File: src/rtl/mips_pkg.sv
// Shared MIPS pipeline definitions: ALU control codes, decoder encodings,
// the ID/EX register layout and small hazard-compare helpers.
package mips_pkg;

    localparam logic [3:0] ALU_AND = 4'b0000;
    localparam logic [3:0] ALU_OR  = 4'b0001;
    localparam logic [3:0] ALU_ADD = 4'b0010;
    localparam logic [3:0] ALU_SUB = 4'b0110;
    localparam logic [3:0] ALU_SLT = 4'b0111;
    localparam logic [3:0] ALU_NOR = 4'b1100;

    localparam logic [1:0] ALUOP_ADD   = 2'b00;
    localparam logic [1:0] ALUOP_SUB   = 2'b01;
    localparam logic [1:0] ALUOP_RTYPE = 2'b10;
    localparam logic [1:0] ALUOP_OR    = 2'b11;

    localparam logic [5:0] FN_ADD = 6'b100000;
    localparam logic [5:0] FN_SUB = 6'b100010;
    localparam logic [5:0] FN_AND = 6'b100100;
    localparam logic [5:0] FN_OR  = 6'b100101;
    localparam logic [5:0] FN_SLT = 6'b101010;
    localparam logic [5:0] FN_NOR = 6'b100111;

    typedef struct packed {
        logic        valid;
        logic        reg_write;
        logic        mem_read;
        logic        mem_write;
        logic        illegal;
        logic        alu_src;
        logic [3:0]  alu_ctrl;
        logic [4:0]  rs;
        logic [4:0]  rt;
        logic [4:0]  dest;
        logic [31:0] rs_data;
        logic [31:0] rt_data;
        logic [31:0] imm;
    } idex_t;

    // True when a nonzero destination feeds one of the decode sources.
    function automatic logic src_match(input logic [4:0] dst, input logic [4:0] rs,
                                       input logic [4:0] rt, input logic rt_used);
        return (dst != 5'd0) && ((dst == rs) || ((dst == rt) && rt_used));
    endfunction

    function automatic logic fwd_hit(input logic we, input logic [4:0] rd,
                                     input logic [4:0] idx);
        return we && (rd != 5'd0) && (rd == idx);
    endfunction

endpackage

File: src/rtl/ex_operand_stage_if.sv
// Decode/EX boundary bundle: decoded fields in, forward sources in,
// ALU operands, registered controls and stall request out.
interface ex_operand_stage_if;

    logic        id_valid;
    logic [31:0] id_rs_data;
    logic [31:0] id_rt_data;
    logic [31:0] id_imm;
    logic [4:0]  id_rs;
    logic [4:0]  id_rt;
    logic [4:0]  id_rd;
    logic [1:0]  id_alu_op;
    logic [5:0]  id_funct;
    logic        id_alu_src;
    logic        id_reg_dst;
    logic        id_reg_write;
    logic        id_mem_read;
    logic        id_mem_write;
    logic        flush;

    logic        exmem_reg_write;
    logic [4:0]  exmem_rd;
    logic [31:0] exmem_result;
    logic        memwb_reg_write;
    logic [4:0]  memwb_rd;
    logic [31:0] memwb_result;

    logic [31:0] op_1;
    logic [31:0] op_2;
    logic [3:0]  alu_ctrl;
    logic [31:0] ex_store_data;
    logic        ex_valid;
    logic        ex_reg_write;
    logic        ex_mem_read;
    logic        ex_mem_write;
    logic [4:0]  ex_dest;
    logic        illegal_funct;
    logic        stall_req;

    modport master (
        output id_valid, id_rs_data, id_rt_data, id_imm, id_rs, id_rt, id_rd,
               id_alu_op, id_funct, id_alu_src, id_reg_dst, id_reg_write,
               id_mem_read, id_mem_write, flush,
               exmem_reg_write, exmem_rd, exmem_result,
               memwb_reg_write, memwb_rd, memwb_result,
        input  op_1, op_2, alu_ctrl, ex_store_data, ex_valid, ex_reg_write,
               ex_mem_read, ex_mem_write, ex_dest, illegal_funct, stall_req
    );

    modport slave (
        input  id_valid, id_rs_data, id_rt_data, id_imm, id_rs, id_rt, id_rd,
               id_alu_op, id_funct, id_alu_src, id_reg_dst, id_reg_write,
               id_mem_read, id_mem_write, flush,
               exmem_reg_write, exmem_rd, exmem_result,
               memwb_reg_write, memwb_rd, memwb_result,
        output op_1, op_2, alu_ctrl, ex_store_data, ex_valid, ex_reg_write,
               ex_mem_read, ex_mem_write, ex_dest, illegal_funct, stall_req
    );

endinterface

File: src/rtl/ex_operand_stage_alu_ctrl_dec.sv
// Combinational main-decoder class / funct to 4-bit ALU control decode.
// Unknown R-type funct yields AND with the illegal flag raised.
module alu_ctrl_dec
    import mips_pkg::*;
(
    input  logic [1:0] alu_op,
    input  logic [5:0] funct,
    output logic [3:0] alu_ctrl,
    output logic       illegal
);

    always_comb begin
        alu_ctrl = ALU_AND;
        illegal  = 1'b0;
        case (alu_op)
            ALUOP_ADD: alu_ctrl = ALU_ADD;
            ALUOP_SUB: alu_ctrl = ALU_SUB;
            ALUOP_OR:  alu_ctrl = ALU_OR;
            default: begin
                case (funct)
                    FN_ADD:  alu_ctrl = ALU_ADD;
                    FN_SUB:  alu_ctrl = ALU_SUB;
                    FN_AND:  alu_ctrl = ALU_AND;
                    FN_OR:   alu_ctrl = ALU_OR;
                    FN_SLT:  alu_ctrl = ALU_SLT;
                    FN_NOR:  alu_ctrl = ALU_NOR;
                    default: illegal  = 1'b1;
                endcase
            end
        endcase
    end

endmodule

File: src/rtl/ex_operand_stage.sv
// ID/EX register with ALU operand selection and RAW hazard handling.
// Define EX_FWD_EN for EX/MEM + MEM/WB forwarding; otherwise decode stalls on RAW.
module ex_operand_stage
    import mips_pkg::*;
(
    input logic          clk,
    input logic          rst,
    ex_operand_stage_if.slave bus
);

    logic [3:0]  id_ctrl;
    logic        id_illegal;
    idex_t       id_fields;
    idex_t       ex_q;
    logic        rt_used;
    logic        load_use;
    logic        stall_raw;
    logic [31:0] fwd_rs;
    logic [31:0] fwd_rt;

    alu_ctrl_dec u_alu_ctrl_dec (
        .alu_op   (bus.id_alu_op),
        .funct    (bus.id_funct),
        .alu_ctrl (id_ctrl),
        .illegal  (id_illegal)
    );

    // Stores read rt as data even though their operand B is the immediate.
    assign rt_used = !bus.id_alu_src || bus.id_mem_write;

    assign load_use = ex_q.valid && ex_q.mem_read && bus.id_valid &&
                      src_match(ex_q.dest, bus.id_rs, bus.id_rt, rt_used);

`ifdef EX_FWD_EN
    assign stall_raw = load_use;
`else
    logic ex_raw;
    logic exmem_raw;

    assign ex_raw    = ex_q.valid && ex_q.reg_write &&
                       src_match(ex_q.dest, bus.id_rs, bus.id_rt, rt_used);
    assign exmem_raw = bus.exmem_reg_write &&
                       src_match(bus.exmem_rd, bus.id_rs, bus.id_rt, rt_used);
    assign stall_raw = load_use || (bus.id_valid && (ex_raw || exmem_raw));
`endif

    assign bus.stall_req = stall_raw && !bus.flush;

    always_comb begin
        id_fields           = '0;
        id_fields.valid     = bus.id_valid;
        id_fields.reg_write = bus.id_reg_write;
        id_fields.mem_read  = bus.id_mem_read;
        id_fields.mem_write = bus.id_mem_write;
        id_fields.illegal   = id_illegal;
        id_fields.alu_src   = bus.id_alu_src;
        id_fields.alu_ctrl  = id_ctrl;
        id_fields.rs        = bus.id_rs;
        id_fields.rt        = bus.id_rt;
        id_fields.dest      = bus.id_reg_dst ? bus.id_rd : bus.id_rt;
        id_fields.rs_data   = bus.id_rs_data;
        id_fields.rt_data   = bus.id_rt_data;
        id_fields.imm       = bus.id_imm;
    end

    // Flush and any stall both insert an all-zero bubble.
    always_ff @(posedge clk) begin
        if (rst) begin
            ex_q <= '0;
        end else if (bus.flush || stall_raw) begin
            ex_q <= '0;
        end else begin
            ex_q <= id_fields;
        end
    end

`ifdef EX_FWD_EN
    logic unused_fwd;
    assign unused_fwd = 1'b0;

    always_comb begin
        fwd_rs = ex_q.rs_data;
        if (fwd_hit(bus.exmem_reg_write, bus.exmem_rd, ex_q.rs)) begin
            fwd_rs = bus.exmem_result;
        end else if (fwd_hit(bus.memwb_reg_write, bus.memwb_rd, ex_q.rs)) begin
            fwd_rs = bus.memwb_result;
        end
    end

    always_comb begin
        fwd_rt = ex_q.rt_data;
        if (fwd_hit(bus.exmem_reg_write, bus.exmem_rd, ex_q.rt)) begin
            fwd_rt = bus.exmem_result;
        end else if (fwd_hit(bus.memwb_reg_write, bus.memwb_rd, ex_q.rt)) begin
            fwd_rt = bus.memwb_result;
        end
    end
`else
    logic unused_fwd;
    assign unused_fwd = ^{bus.exmem_result, bus.memwb_reg_write, bus.memwb_rd,
                          bus.memwb_result, ex_q.rs, ex_q.rt};

    assign fwd_rs = ex_q.rs_data;
    assign fwd_rt = ex_q.rt_data;
`endif

    always_comb begin
        bus.op_1          = '0;
        bus.op_2          = '0;
        bus.ex_store_data = '0;
        bus.alu_ctrl      = ALU_AND;
        if (ex_q.valid) begin
            bus.op_1          = fwd_rs;
            bus.op_2          = ex_q.alu_src ? ex_q.imm : fwd_rt;
            bus.ex_store_data = fwd_rt;
            bus.alu_ctrl      = ex_q.alu_ctrl;
        end
    end

    assign bus.ex_valid      = ex_q.valid;
    assign bus.ex_reg_write  = ex_q.reg_write;
    assign bus.ex_mem_read   = ex_q.mem_read;
    assign bus.ex_mem_write  = ex_q.mem_write;
    assign bus.ex_dest       = ex_q.dest;
    assign bus.illegal_funct = ex_q.illegal;

endmodule

File: src/flat_wrapper.sv
// flat-port wrapper written by rule: the top's interface ports become plain ports
module ex_operand_stage_flat import mips_pkg::*;
  (clk, rst, bus_id_valid, bus_id_rs_data, bus_id_rt_data, bus_id_imm, bus_id_rs, bus_id_rt, bus_id_rd, bus_id_alu_op, bus_id_funct, bus_id_alu_src, bus_id_reg_dst, bus_id_reg_write, bus_id_mem_read, bus_id_mem_write, bus_flush, bus_exmem_reg_write, bus_exmem_rd, bus_exmem_result, bus_memwb_reg_write, bus_memwb_rd, bus_memwb_result, bus_op_1, bus_op_2, bus_alu_ctrl, bus_ex_store_data, bus_ex_valid, bus_ex_reg_write, bus_ex_mem_read, bus_ex_mem_write, bus_ex_dest, bus_illegal_funct, bus_stall_req);
  ex_operand_stage_if bus_i ();
  input logic clk;
  input logic rst;
  input wire logic [$bits(bus_i.id_valid)-1:0] bus_id_valid;
  input wire logic [$bits(bus_i.id_rs_data)-1:0] bus_id_rs_data;
  input wire logic [$bits(bus_i.id_rt_data)-1:0] bus_id_rt_data;
  input wire logic [$bits(bus_i.id_imm)-1:0] bus_id_imm;
  input wire logic [$bits(bus_i.id_rs)-1:0] bus_id_rs;
  input wire logic [$bits(bus_i.id_rt)-1:0] bus_id_rt;
  input wire logic [$bits(bus_i.id_rd)-1:0] bus_id_rd;
  input wire logic [$bits(bus_i.id_alu_op)-1:0] bus_id_alu_op;
  input wire logic [$bits(bus_i.id_funct)-1:0] bus_id_funct;
  input wire logic [$bits(bus_i.id_alu_src)-1:0] bus_id_alu_src;
  input wire logic [$bits(bus_i.id_reg_dst)-1:0] bus_id_reg_dst;
  input wire logic [$bits(bus_i.id_reg_write)-1:0] bus_id_reg_write;
  input wire logic [$bits(bus_i.id_mem_read)-1:0] bus_id_mem_read;
  input wire logic [$bits(bus_i.id_mem_write)-1:0] bus_id_mem_write;
  input wire logic [$bits(bus_i.flush)-1:0] bus_flush;
  input wire logic [$bits(bus_i.exmem_reg_write)-1:0] bus_exmem_reg_write;
  input wire logic [$bits(bus_i.exmem_rd)-1:0] bus_exmem_rd;
  input wire logic [$bits(bus_i.exmem_result)-1:0] bus_exmem_result;
  input wire logic [$bits(bus_i.memwb_reg_write)-1:0] bus_memwb_reg_write;
  input wire logic [$bits(bus_i.memwb_rd)-1:0] bus_memwb_rd;
  input wire logic [$bits(bus_i.memwb_result)-1:0] bus_memwb_result;
  output wire logic [$bits(bus_i.op_1)-1:0] bus_op_1;
  output wire logic [$bits(bus_i.op_2)-1:0] bus_op_2;
  output wire logic [$bits(bus_i.alu_ctrl)-1:0] bus_alu_ctrl;
  output wire logic [$bits(bus_i.ex_store_data)-1:0] bus_ex_store_data;
  output wire logic [$bits(bus_i.ex_valid)-1:0] bus_ex_valid;
  output wire logic [$bits(bus_i.ex_reg_write)-1:0] bus_ex_reg_write;
  output wire logic [$bits(bus_i.ex_mem_read)-1:0] bus_ex_mem_read;
  output wire logic [$bits(bus_i.ex_mem_write)-1:0] bus_ex_mem_write;
  output wire logic [$bits(bus_i.ex_dest)-1:0] bus_ex_dest;
  output wire logic [$bits(bus_i.illegal_funct)-1:0] bus_illegal_funct;
  output wire logic [$bits(bus_i.stall_req)-1:0] bus_stall_req;
  assign bus_i.id_valid = bus_id_valid;
  assign bus_i.id_rs_data = bus_id_rs_data;
  assign bus_i.id_rt_data = bus_id_rt_data;
  assign bus_i.id_imm = bus_id_imm;
  assign bus_i.id_rs = bus_id_rs;
  assign bus_i.id_rt = bus_id_rt;
  assign bus_i.id_rd = bus_id_rd;
  assign bus_i.id_alu_op = bus_id_alu_op;
  assign bus_i.id_funct = bus_id_funct;
  assign bus_i.id_alu_src = bus_id_alu_src;
  assign bus_i.id_reg_dst = bus_id_reg_dst;
  assign bus_i.id_reg_write = bus_id_reg_write;
  assign bus_i.id_mem_read = bus_id_mem_read;
  assign bus_i.id_mem_write = bus_id_mem_write;
  assign bus_i.flush = bus_flush;
  assign bus_i.exmem_reg_write = bus_exmem_reg_write;
  assign bus_i.exmem_rd = bus_exmem_rd;
  assign bus_i.exmem_result = bus_exmem_result;
  assign bus_i.memwb_reg_write = bus_memwb_reg_write;
  assign bus_i.memwb_rd = bus_memwb_rd;
  assign bus_i.memwb_result = bus_memwb_result;
  assign bus_op_1 = bus_i.op_1;
  assign bus_op_2 = bus_i.op_2;
  assign bus_alu_ctrl = bus_i.alu_ctrl;
  assign bus_ex_store_data = bus_i.ex_store_data;
  assign bus_ex_valid = bus_i.ex_valid;
  assign bus_ex_reg_write = bus_i.ex_reg_write;
  assign bus_ex_mem_read = bus_i.ex_mem_read;
  assign bus_ex_mem_write = bus_i.ex_mem_write;
  assign bus_ex_dest = bus_i.ex_dest;
  assign bus_illegal_funct = bus_i.illegal_funct;
  assign bus_stall_req = bus_i.stall_req;
  ex_operand_stage u_core (.clk(clk), .rst(rst), .bus(bus_i));
endmodule
File: config.mk
export PLATFORM = sky130hd
export DESIGN_NAME = ex_operand_stage_flat
export DESIGN_NICKNAME = d
export VERILOG_FILES = /design/src/rtl/mips_pkg.sv /design/src/rtl/ex_operand_stage_if.sv /design/src/rtl/ex_operand_stage_alu_ctrl_dec.sv /design/src/rtl/ex_operand_stage.sv /design/src/flat_wrapper.sv
export SDC_FILE = /design/constraint.sdc
export NUM_CORES = 1
export LEC_CHECK = 0
export CAP_MARGIN = 15
export CORE_AREA = 2 2 124 126
export CTS_CLUSTER_SIZE = 30
export DETAILED_ROUTE_END_ITERATION = 16
export DIE_AREA = 0 0 126 128
export PLACE_DENSITY = 0.73
export SLEW_MARGIN = 20
export SYNTH_ARGS = -nofsm -noshare
export SYNTH_HDL_FRONTEND = slang
export SYNTH_SLANG_ARGS = --single-unit
File: constraint.sdc
create_clock -name clk -period 3.05 [get_ports clk]
set_clock_uncertainty 0.2 [all_clocks]
set_input_delay 0.61 -clock clk [delete_from_list [all_inputs] [get_ports clk]]
set_output_delay 0.61 -clock clk [all_outputs]
set_load 0.02 [all_outputs]
==> flow_summary.toml, run 1 <==
# yosys + openroad results
[floorplanning]
fp_util_pct = 31.2
design.die.area_um2 = 16100
core_area_um2 = 14900
chipWidth_um = 126
ios = 315

[yosys]
avgSynthCellArea_um2 = 10.1
async_flop_share_pct = 0
yosys.area.top_type = "dfxtp_1"
synthCells = 460
syn_area_um2 = 4640
ys_seq_share_pct = 47.9
ys_area_um2 = 4640
yosysCellCount = 460
yosysWarnings = 0

[drt]
drt_first_pass_iters = 4
wl_per_cell_um = 15.0

[cts]
cts_tree = "done"
cts_hold_buf = 0
cts_buffer_depth = 2
cts-root-buf = "clkbuf_16"
cts_buffers = 9
cts_sinks = 111

[pwr]
power.share.clock_pct = 37.6
p_leak_nw = 3.11
power_w = 0.00315
switching_share_pct = 22.2
power_switching_w = 0.000700
p_seq_share_pct = 48.7

[global_routing]
grt.total_usage_pct = 15.8
overflow = 0
grt_pass1_vias = 4023
antenna_found_initial = 0

[final_layout]
regArea_um2 = 2220
most-common-layout-cells = "236 x clkdlybuf4s50_1, 109 x dfxtp_1, 107 x and3_1"

[timing]
hold_violations = 0
fmax_ghz = 0.329
final-setup-viol-count = 0
finalClockPeriodUsage_pct = 99.5

[job]
warnings = 101

[worst_setup_path]
end_kind = "primary output"
critPathMaxFanout = 3
cp_cell_sequence = "clkdlybuf4s50_1 -> or4_1 -> o21a_1 -> a32oi_4 -> nor2_1 -> buf_4"
cp_slowest_stage_delay_ps = 480
path_class = "in2out"
crit_slowest_cell = "or4_1"

[outcome]
status = "finished, final reports clean"

[hold_path]
hp-class = "reg2reg"
[run 1: routing by layer]
| metal | vias to the layer above | share of wire, % | track usage [%] | wire length, um |
|---|---|---|---|---|
| met3 | 21 | 5.6 | 4.01 | 733 |
| met5 | - | 0 | 0 | 0 |
| met1 | 1873 | 42 | 19.5 | 5560 |
| met4 | 0 | 1.9 | 4.85 | 253 |
| li1 | 1990 | - | - | - |
| met2 | 145 | 50 | 27.1 | 6650 |
[run 1: registers in the layout (all words and copies together), names as in the netlist]
name	cells
u_core.bus.ex_valid	1
u_core.bus.ex_mem_write	1
u_core.bus.illegal_funct	1
u_core.bus.ex_reg_write	1
u_core.ex_q	37
u_core.bus.ex_dest	5
u_core.bus.ex_mem_read	1
u_core.fwd_rt	32
u_core.fwd_rs	32
[run 1: cell type report]
cell class,instances,area share (%)
multi-input cells,305,28.7
inverters,1,0.0501
clock buffers,12,3.29
clock inverters,4,0.718
well taps,188,3.14
repair buffers,258,34.4
flip-flops and latches,111,29.7
[run 1: power groups by stage]
stage | combinational, W | clock (W) | sequential, W
after floorplan | 0.000181 | 0 | 0.00156
after global placement | 0.000425 | 0 | 0.00157
after detailed placement | 0.000432 | 0 | 0.00157
after CTS | 0.000433 | 0.00122 | 0.00154
after global routing | 0.000463 | 0.00129 | 0.00154
final | 0.000430 | 0.00118 | 0.00154
[run 1: cell families (layout without fill, tap and decap cells)]
logic type / count (synthesis) / after routing / share of synthesized area [%]
flip-flops: 111 / 111 / 47.9
buffers and inverters: 44 / 275 / 6.34
AND-OR/OR-AND: 14 / 14 / 2.35
AND/OR/NAND/NOR: 234 / 234 / 31.5
multiplexers: 37 / 37 / 8.12
XOR/XNOR: 20 / 20 / 3.78
[run 1: timing repair]
action,4_1_cts,5_1_grt
pin swaps,2,1
resized,9,5
hold endpoints to repair,0,0
setup endpoints to repair,37,29
[run 1: path summary, 6_finish.rpt]
kind,start,end,slack (ps)
setup / recovery,bus_exmem_rd[2],bus_stall_req,10
setup reg to reg,u_core.bus.ex_dest[0],u_core.ex_q[114],860
hold reg to reg,u_core.bus.ex_reg_write,u_core.bus.ex_valid,550
hold / removal,u_core.bus.ex_reg_write,u_core.bus.ex_valid,550
[run 1: cell usage after synthesis (2+ instances only)]
cell and instances:
xor2_1 2, o32ai_1 3, nand2_1 5, buf_1 3
and2_1 69, nor2_1 3, nand4_1 2, mux2i_1 32
mux2_2 5, nor2b_1 36, a21oi_1 3, buf_4 5
xnor2_1 18, o21a_1 2, and3_1 107, buf_8 9
clkbuf_1 24, dfxtp_1 111, nand3_1 3
[run 1: metrics by stage]
stage	worst slack (ps)	cells	utilization, %	TNS [ps]	hold slack [ps]
after global routing	-49.3	879	50.4	-49.3	613
after CTS	3.78	879	50.3	0	553
after global placement	-493	863	48.3	-33850	523
after detailed placement	-496	863	48.3	-39600	535
final	14.1	879	50.4	0	549
after floorplan	324	460	-	0	482
[run 1: critical path: cells and delay by family]
kind / cells / cell delay [ps]
buffers and inverters: 2 / 620
and+or+nand+nor: 2 / 550
AOI/OAI and AO/OA: 2 / 450
Run 1, where the registers sit:
The bar under the picture is 50 um long.
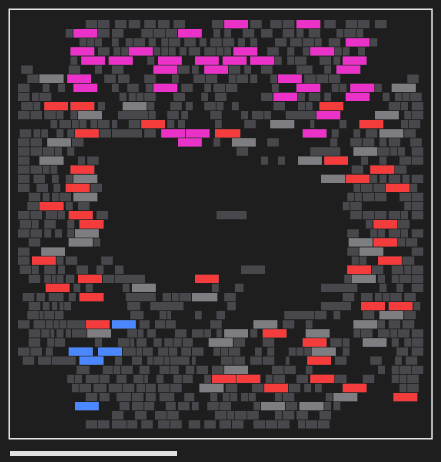
Key: `u_core.fwd_rs` = magenta [flops 32, where a horizontal strip, top]; `u_core.ex_q` = red [flops 37]; `u_core.bus.ex_dest` = blue [flops 5, where bottom left]
Another 37 sequential cells are not coloured.

Run 1, routing congestion map:
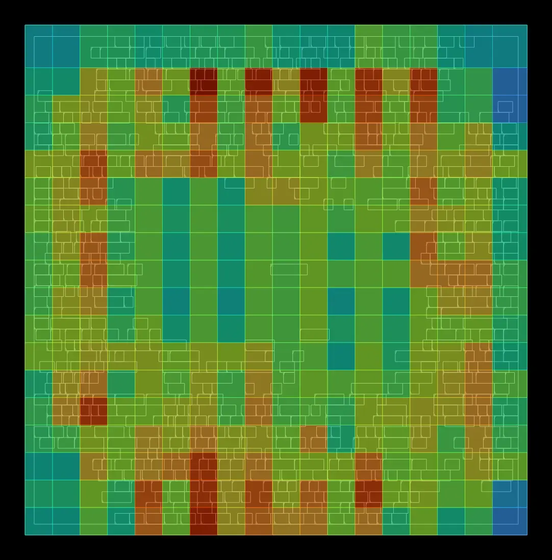
met1 usage: 19.5%
gr busiest metal: met2
Util after Layout: 50.4%

Run 1, signal wires by layer:
The bar under the picture is 50 um long. Only two layers are drawn.
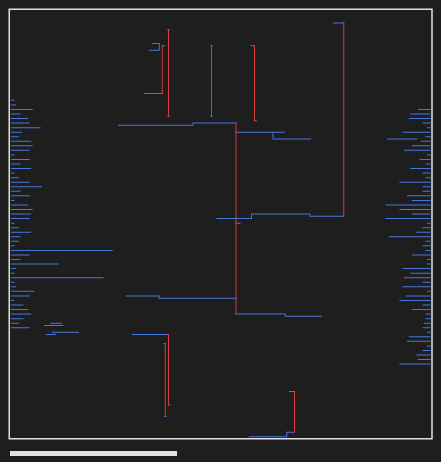
Key: M3 = blue [wire length 733 um]; M4 = red [wire length 254 um]

Run 1, gate-type map:
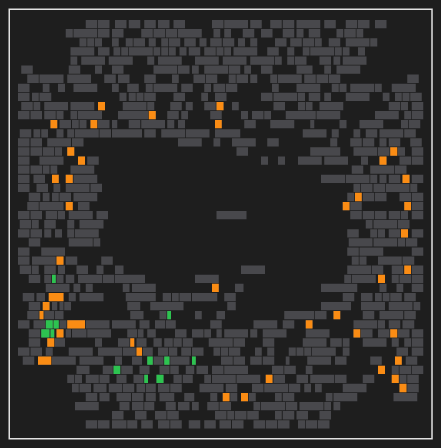
Key: nor cells = orange [cells 42]; nand cells = green [cells 12]

Run 1, placed cells, one colour a class:
The bar under the picture is 50 um long.
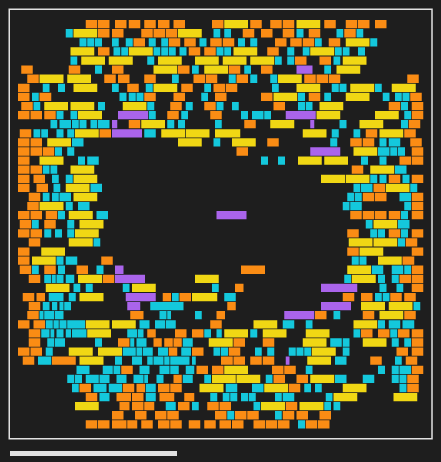

## Run 2: what changed since run 1
- clock period: 3.05 -> 2.8 ns (I/O delays scaled with it)
Run 2, placed cells, one colour a class:
The bar under the picture is 50 um long.
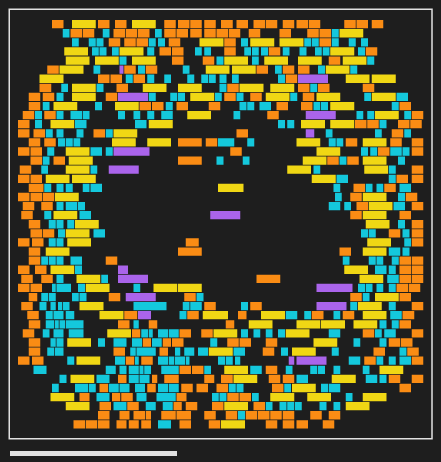
Key: clock drivers and dummy loads = purple [cells 16]; remaining buffers and delay cells = orange [cells 263]; remaining logic cells = cyan [cells 306]; sequential cells = yellow [cells 111]

==> flow_summary.toml, run 2 <==
# yosys + openroad results
[yosys]
ys_seq_share_pct = 47.9
syn-num-nets = 664
synthCells = 460
yosysCellCount = 460
synth.most_common_cell = "dfxtp_1"
async_flop_share_pct = 0
yosysWarnings = 0
ys_area_um2 = 4640
avgSynthCellArea_um2 = 10.1
netlist_top_cells_area = "dfxtp_1 48%, and3_1 14%, and2_1 9.3%"
top_cells_by_count = "111 x dfxtp_1, 107 x and3_1, 69 x and2_1"
syn_area_um2 = 4640
yosys.area.top_type = "dfxtp_1"
edf_count = 0
ys.flops = 111

[floorplanning]
core_area_um2 = 14900
design.die.area_um2 = 16100
rows = 45
chipWidth_um = 126
fp_util_pct = 31.2
ios = 315

[cts]
cts-root-buf = "clkbuf_16"
cts_buffers = 9
cts_buffer_depth = 2
cts_sinks = 111
cts_setup_buffers = 0
clk_pin_slew_worst_paths_ps = 70
cts_tree = "done"

[global_routing]
grt.total_usage_pct = 16.2
antenna_found_initial = 0
grt_pass1_vias = 4147
overflow = 0

[drt]
wl_per_cell_um = 15.3
routed_wl_um = 13500
drt_first_pass_iters = 6

[final_layout]
nNetsFinal = 895
antenna_cells = 0
nFillCells = 1355
largest_reg_flops = 37
most-common-layout-cells = "229 x clkdlybuf4s50_1, 109 x dfxtp_1, 107 x and3_1"
largest-register = "u_core.ex_q"
layout_top_cell_excl_fill_tap = "clkdlybuf4s50_1"
instances_no_fill = 884

[timing]
final-setup-viol-count = 0
hold_violations = 0
tightest_slew_ps = 603
finalClockPeriodUsage_pct = 97.6
fmax_ghz = 0.366

[worst_setup_path]
critPathMaxFanout = 3
end_kind = "primary output"
path_class = "in2out"

[pwr]
power_w = 0.00353
p_leak_nw = 3.19

[job]
warnings = 98
max_cap_viol_count = 0

[placement]
place.gp.congestion = 0.828
place_inst = 868
hpwl_um = 10100

[outcome]
status = "finished, final reports clean"

[hold_path]
hp-class = "in2reg"
run 2: cell count changes in the layout (fill, tap and decap cells not counted), moves of 2 or more:
cell	delta
clkbuf_2	+2
dlygate4sd2_1	+3
buf_4	+2
buf_12	+2
clkdlybuf4s50_1	-7
run 2: final cells by class:
| type | count | area (um2) | area share [%] |
|---|---|---|---|
| clock buffers | 10 | 229 | 3.01 |
| inverters | 1 | 3.75 | 0.0494 |
| well taps | 188 | 235 | 3.10 |
| repair buffers | 263 | 2630 | 34.6 |
| flip-flops and latches | 111 | 2220 | 29.3 |
| clock inverters | 6 | 92.6 | 1.22 |
| multi-input cells | 305 | 2180 | 28.7 |
run 2: cells by family after synthesis:
logic type | Yosys count | synth area share, %
and+or+nand+nor | 234 | 31.5
xor gates and xnor gates | 20 | 3.78
buffers and inverters | 44 | 6.34
DFF | 111 | 47.9
AOI/OAI and AO/OA | 14 | 2.35
muxes | 37 | 8.12
run 2: final timing paths:
path	from	to	slack, ps	cells past startpoint
worst min-delay path	bus_exmem_rd[3]	u_core.bus.ex_valid	540	4
worst max-delay path	bus_exmem_rd[0]	bus_stall_req	70	6
worst min register to register	u_core.bus.ex_valid	u_core.bus.ex_valid	600	3
worst max register to register	u_core.bus.ex_dest[1]	u_core.ex_q[114]	510	7
run 2: power breakdown:
| group | switching (W) | leakage, nW | internal (W) |
|---|---|---|---|
| clock | 0.000581 | 0.155 | 0.000793 |
| combinational | 0.000180 | 2.12 | 0.000307 |
| sequential | 0.0000233 | 0.912 | 0.00164 |
| total | 0.000784 | 3.19 | 0.00274 |
run 2: through the flow:
step	setup slack (ps)	TNS, ps	utilization, %	hold WS (ps)
finish	66.7	0	51.1	541
detailed placement	-665	-58760	48.7	575
floorplan	174	0	-	482
CTS	10.7	0	50.9	557
global route	-7.82	-7.82	51.1	540
global placement	-616	-52450	48.7	550
run 2: timing repair:
action,4_1_cts,5_1_grt
pin swaps,5,4
gates resized,20,13
hold buffers,0,0
cloned,0,0
setup endpoints to repair,111,85
run 2: critical path: stages:
cell and delay [ps]:
clkdlybuf4s15_1 220, or4_4 510, o21a_4 220, a32oi_4 260, nor2_2 50, buf_4 150
run 2: layer usage:
layer  part of all wire, %  up-vias  GRT usage [%]
met5                     0        -              0
met4                   1.8        0           6.72
met3                   4.6       14           3.26
met2                    51      126           28.2
met1                    43     1885           19.5
li1                      -     2006              -
Power is estimated from default activity; no workload was simulated.
